File: src/rtl/hit_judge.sv
// hit_judge: judges each mole-light episode as a hit or a miss.
// It keeps the score, miss and flick counters, and raises game_over and win.
module hit_judge #(
    parameter int N_HOLES = 9,
    parameter int CNT_W   = 6
) (
    input  logic               clk,
    input  logic               reset,
    input  logic [N_HOLES-1:0] lights,
    input  logic               key_valid,
    input  logic [3:0]         key_index,
    input  logic [CNT_W-1:0]   total_points,
    input  logic               deathmatch,
    output logic [CNT_W-1:0]   score,
    output logic [CNT_W-1:0]   misses,
    output logic [CNT_W-1:0]   flicks,
    output logic               hit_pulse,
    output logic               miss_pulse,
    output logic               game_over,
    output logic               win
);

    typedef enum logic [1:0] {DARK, LIT, DONE} state_t;

    state_t             state, state_n;
    logic [N_HOLES-1:0] lit_mask, mask_n;
    logic               judged, judged_n;
    logic [CNT_W-1:0]   score_n, misses_n, flicks_n;
    logic               hit_n, miss_n, over_n, win_n;
    logic               press, light_ok;

    // Counters stick at all-ones instead of wrapping.
    function automatic logic [CNT_W-1:0] sat_inc(input logic [CNT_W-1:0] v);
        return (&v) ? v : v + 1'b1;
    endfunction

    // Only exactly one lit hole counts as a live light; anything else is dark.
    function automatic logic is_onehot(input logic [N_HOLES-1:0] v);
        return (v != '0) && ((v & (v - 1'b1)) == '0);
    endfunction

    // Next-state, judging and game-end decisions for this edge.
    always_comb begin
        state_n  = state;
        mask_n   = lit_mask;
        judged_n = judged;
        score_n  = score;
        misses_n = misses;
        flicks_n = flicks;
        hit_n    = 1'b0;
        miss_n   = 1'b0;
        over_n   = game_over;
        win_n    = win;
        press    = key_valid && (int'(key_index) < N_HOLES);
        light_ok = is_onehot(lights);

        case (state)
            DARK: begin
                if (light_ok) begin
                    state_n  = LIT;
                    mask_n   = lights;
                    judged_n = 1'b0;
                end
            end
            LIT: begin
                // A press is always judged against the episode that was lit
                // going into this edge, even if that episode ends here.
                if (press && !judged) begin
                    if (lit_mask[key_index]) hit_n = 1'b1;
                    else                     miss_n = 1'b1;
                    judged_n = 1'b1;
                end
                if (lights != lit_mask) begin
                    flicks_n = sat_inc(flicks);
                    if (!judged && !hit_n && !miss_n) miss_n = 1'b1;
                    judged_n = 1'b0;
                    if (light_ok) mask_n = lights;
                    else          state_n = DARK;
                end
            end
            default: begin
                state_n = DONE;
            end
        endcase

        if (hit_n)  score_n  = sat_inc(score);
        if (miss_n) misses_n = sat_inc(misses);

        // The game-end check overrides the light-driven next state.
        if (state != DONE) begin
            if (deathmatch && miss_n && (misses == '0)) begin
                state_n = DONE;
                over_n  = 1'b1;
                win_n   = 1'b0;
            end else if (flicks_n == total_points) begin
                state_n = DONE;
                over_n  = 1'b1;
                win_n   = ({score_n, 1'b0} >= {1'b0, total_points});
            end
        end
    end

    // Register all state and outputs; reset discards any episode in flight.
    always_ff @(posedge clk or negedge reset) begin
        if (!reset) begin
            state      <= DARK;
            lit_mask   <= '0;
            judged     <= 1'b0;
            score      <= '0;
            misses     <= '0;
            flicks     <= '0;
            hit_pulse  <= 1'b0;
            miss_pulse <= 1'b0;
            game_over  <= 1'b0;
            win        <= 1'b0;
        end else begin
            state      <= state_n;
            lit_mask   <= mask_n;
            judged     <= judged_n;
            score      <= score_n;
            misses     <= misses_n;
            flicks     <= flicks_n;
            hit_pulse  <= hit_n;
            miss_pulse <= miss_n;
            game_over  <= over_n;
            win        <= win_n;
        end
    end

endmodule

File: config.mk
export PLATFORM = sky130hd
export DESIGN_NAME = hit_judge
export DESIGN_NICKNAME = d
export VERILOG_FILES = /design/src/rtl/hit_judge.sv
export SDC_FILE = /design/constraint.sdc
export NUM_CORES = 1
export LEC_CHECK = 0
export CAP_MARGIN = 20
export CELL_PAD_IN_SITES_DETAIL_PLACEMENT = 1
export CELL_PAD_IN_SITES_GLOBAL_PLACEMENT = 2
export CORE_MARGIN = 4
export CORE_UTILIZATION = 36
export CTS_CLUSTER_DIAMETER = 40
export CTS_CLUSTER_SIZE = 14
export DETAILED_ROUTE_END_ITERATION = 8
export DONT_BUFFER_PORTS = 1
export HOLD_SLACK_MARGIN = 0.02
export PLACE_DENSITY = 0.81
export RECOVER_POWER = 100
export SETUP_SLACK_MARGIN = 0.02
export SYNTH_ARGS = -nofsm -noshare
export SYNTH_HDL_FRONTEND = slang
export SYNTH_SLANG_ARGS = --single-unit
File: constraint.sdc
create_clock -name clk -period 3 [get_ports clk]
set_clock_uncertainty 0.1 [all_clocks]
set_input_delay 0.6 -clock clk [delete_from_list [all_inputs] [get_ports clk]]
set_output_delay 0.6 -clock clk [all_outputs]
set_load 0.02 [all_outputs]
metal_stack.png
(6 px per um)
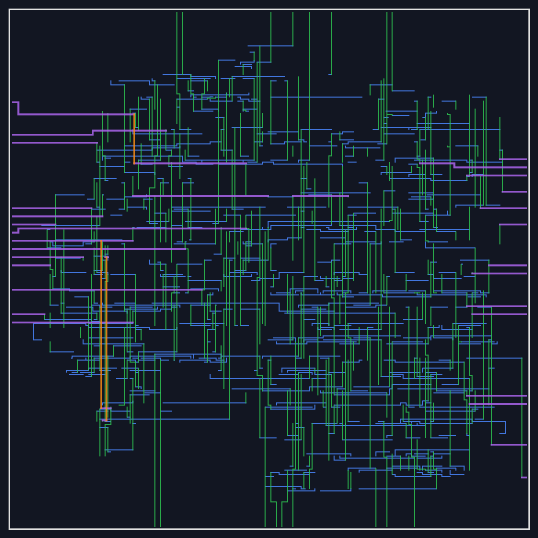
- green: met2 (wire length 2630 um)
- purple: met3 (wire length 422 um)
- orange: met4 (wire length 63.2 um)
- blue: met1 (wire length 2140 um)

gate_families.png
(3 px per um)
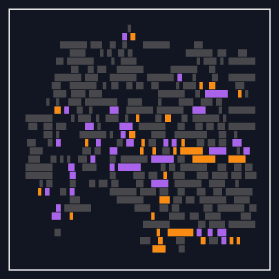
- purple: inverting AOI/OAI gates (cells 33; most used o21ai_0)
- orange: NOR gates (cells 29; most used nor2_1)

==> run summary <==
The implementation run finished. In this design, the largest share of critical-path delay is due to AND-OR/OR-AND gates. Worst hold slack across all endpoints landed at 0.3562 ns. Count of pins over their slew limit landed at 35. Sum of negative setup slack landed at 0 ns. Counting every instance in the synthesized netlist gives 211. The H-tree was split into 2 levels. Routability congestion estimate from global placement landed at 0.7127. Site row count landed at 28. By instance count, the leading cell after synthesis is sky130_fd_sc_hd__dfrtp_1.

Share of synthesized cell area in and, or, nand and nor gates landed at 19.95%. According to the timing report, the critical path is launched from lit_mask[1]. In this run the deepest clock path goes through 2 buffers. The pre-CTS setup check shows a worst slack of -0.2434 ns.

Top fanout value on the critical path landed at 3. Each instance of the synthesized netlist takes up on average 10.49 sq um. The detailed router used layers up to and including met4. The register with the most flip-flops in the layout has 9 of them. STA lists the startpoint of the worst register-to-register path as lit_mask[1]. Delay contributed by the slowest stage of the critical path landed at 0.40 ns. For this run, the final setup violation count is recorded as 0. Looking at the max-slew report, the worst-margin pin has a slew of 1.889 ns. For this run, global-route usage on met1 was measured as approximately 18%. The worst path meets setup with 0.07383 ns of slack. After detailed routing, the met3 layer carries 421 um of wire. The final layout contains ~270 nets. The critical path is of the reg2reg type.

CTS placed an instance of sky130_fd_sc_hd__clkbuf_8 at the clock tree root. Number of non-clock buffers in the layout landed at 20. Per the layout area report, the combinational gate area comes to 1336 sq um.

In this run the post-CTS setup repair buffer count came out at 4. Count of warnings emitted by yosys landed at 0. Final cycle utilization of the critical path landed at 97.54%.

Entering global routing, the biggest net connects 35 pins. The flow ran to the end, but the final reports show violations. Half-perimeter wire length after placement landed at around 4000 um. 0 antenna diodes ended up in the layout. For the sequential group, total power comes out at 0.000806 W. In this run the critical path is formed by mux2_2 > a211o_1 > a32oi_2 > nor4_4 > o21a_1 > xor2_1 > ha_1 > nor2b_1 > o21ai_1 > nand2b_1 > a21oi_2 > o21ai_2 > o31ai_4 > o211ai_2.

Across all stage logs, warnings added up to 29. Count of distinct cell types in the synthesized netlist landed at 48. In the synthesized netlist, the cells that appear most often are 34 x sky130_fd_sc_hd__dfrtp_1, 16 x sky130_fd_sc_hd__nor2_1, 14 x sky130_fd_sc_hd__inv_1, 13 x sky130_fd_sc_hd__xor2_1. Number of antenna violations at the first check in global routing landed at 0. The number of gates resized after CTS was 3. The vertical die dimension reported for this design is ~86 um.

Count of cells along the worst register-to-register path landed at 14. Worst-skew pair later-pin latency landed at 0.28 ns. Global routing consumed, on the met2 layer, 24.90% of the routing resources. 45 I/O pins were placed. Post-synthesis compound-gate area fraction landed at 14.25%. The worst setup path is launched from a flip-flop. The checks that failed: max-capacitance violations, max-slew violations. In the hold report, the worst path ends at lit_mask[5]. For this sky-water flow run, the detailed-routed wirelength per cell is reported as 16.81 um.

Share of layout cells above drive strength 1 landed at 24.79%. Met1 wire length landed at 2141 um. Total clock network power landed at 0.000517 W. Total die area landed at 7467 sq um. Clock cells make up 5.258% of the layout cell area. Endpoints failing hold in the final report were tallied at 0. Setup repair after global routing could not meet its margin everywhere. The flow reports power dissipated in combinational cells as ~0.00066 W. Cell internal power was estimated by the tool at 0.001283 W. The mapped netlist covers 2213 sq um. The timing report gives the clock slew at the launch and capture registers of the worst setup and hold paths as approximately 0.080 ns. The initial utilization of the core area, before any placement, comes to 37.16%. The highest supply drop recorded on VDD is a little under 0.0004 V. Number of filler cells placed in the layout landed at 677. The routed layout reports a DRC error count of 0.

The layer flagged by global routing as most heavily used is met2. The most critical setup path has its endpoint at win. Detailed-route via count landed at about 1600. Combinational share of power landed at between 30% and 40%. Cell total in the yosys stat output landed at ~210.

Final cell area excluding filler cells landed at 2618 sq um. Count of library flops with an enable pin landed at 0. In the Yosys report, the sequential cells make up 38.44% of the chip area. STA puts the critical path data arrival time at 2.99 ns. STA reports a reg2reg setup slack of 0.07 ns. The main area contributors are sky130_fd_sc_hd__dfrtp_1 38%, sky130_fd_sc_hd__mux2_4 5.4%, sky130_fd_sc_hd__xor2_1 5.1%, sky130_fd_sc_hd__ha_1 5.1%, sky130_fd_sc_hd__mux2_2 3.6%. Fraction of area in non-clock buffers landed at 5.593%. Post-cts hold-fix buffer tally landed at 1. In this run the maximum-capacitance check reported violations numbering 1. Counting flops per register, the top entry is lit_mask. The top cell type in the final layout, fill and taps aside, is sky130_fd_sc_hd__dfrtp_1. Synthesized netlist net count landed at approximately 240.

Filler-free cell count of the finished design landed at 313.
pdn.png
(4 px per um) Pins as bars on the die edge.
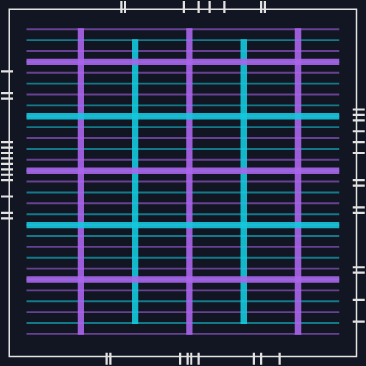
- cyan: VDD
- purple: VSS
- met4 straps: 5
- met5 straps: 5
- met1 rails: 29
- rows: 28

clock_map.png
(3 px per um)
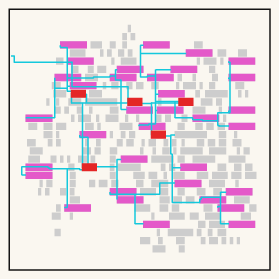
- magenta: flip-flops (count 34)
- red: cells driving clock nets (count 5)
- cyan: clock wires (length 523 um)
- routed clock nets: 6

No activity file was given, so power comes from the tool's default toggle rates.
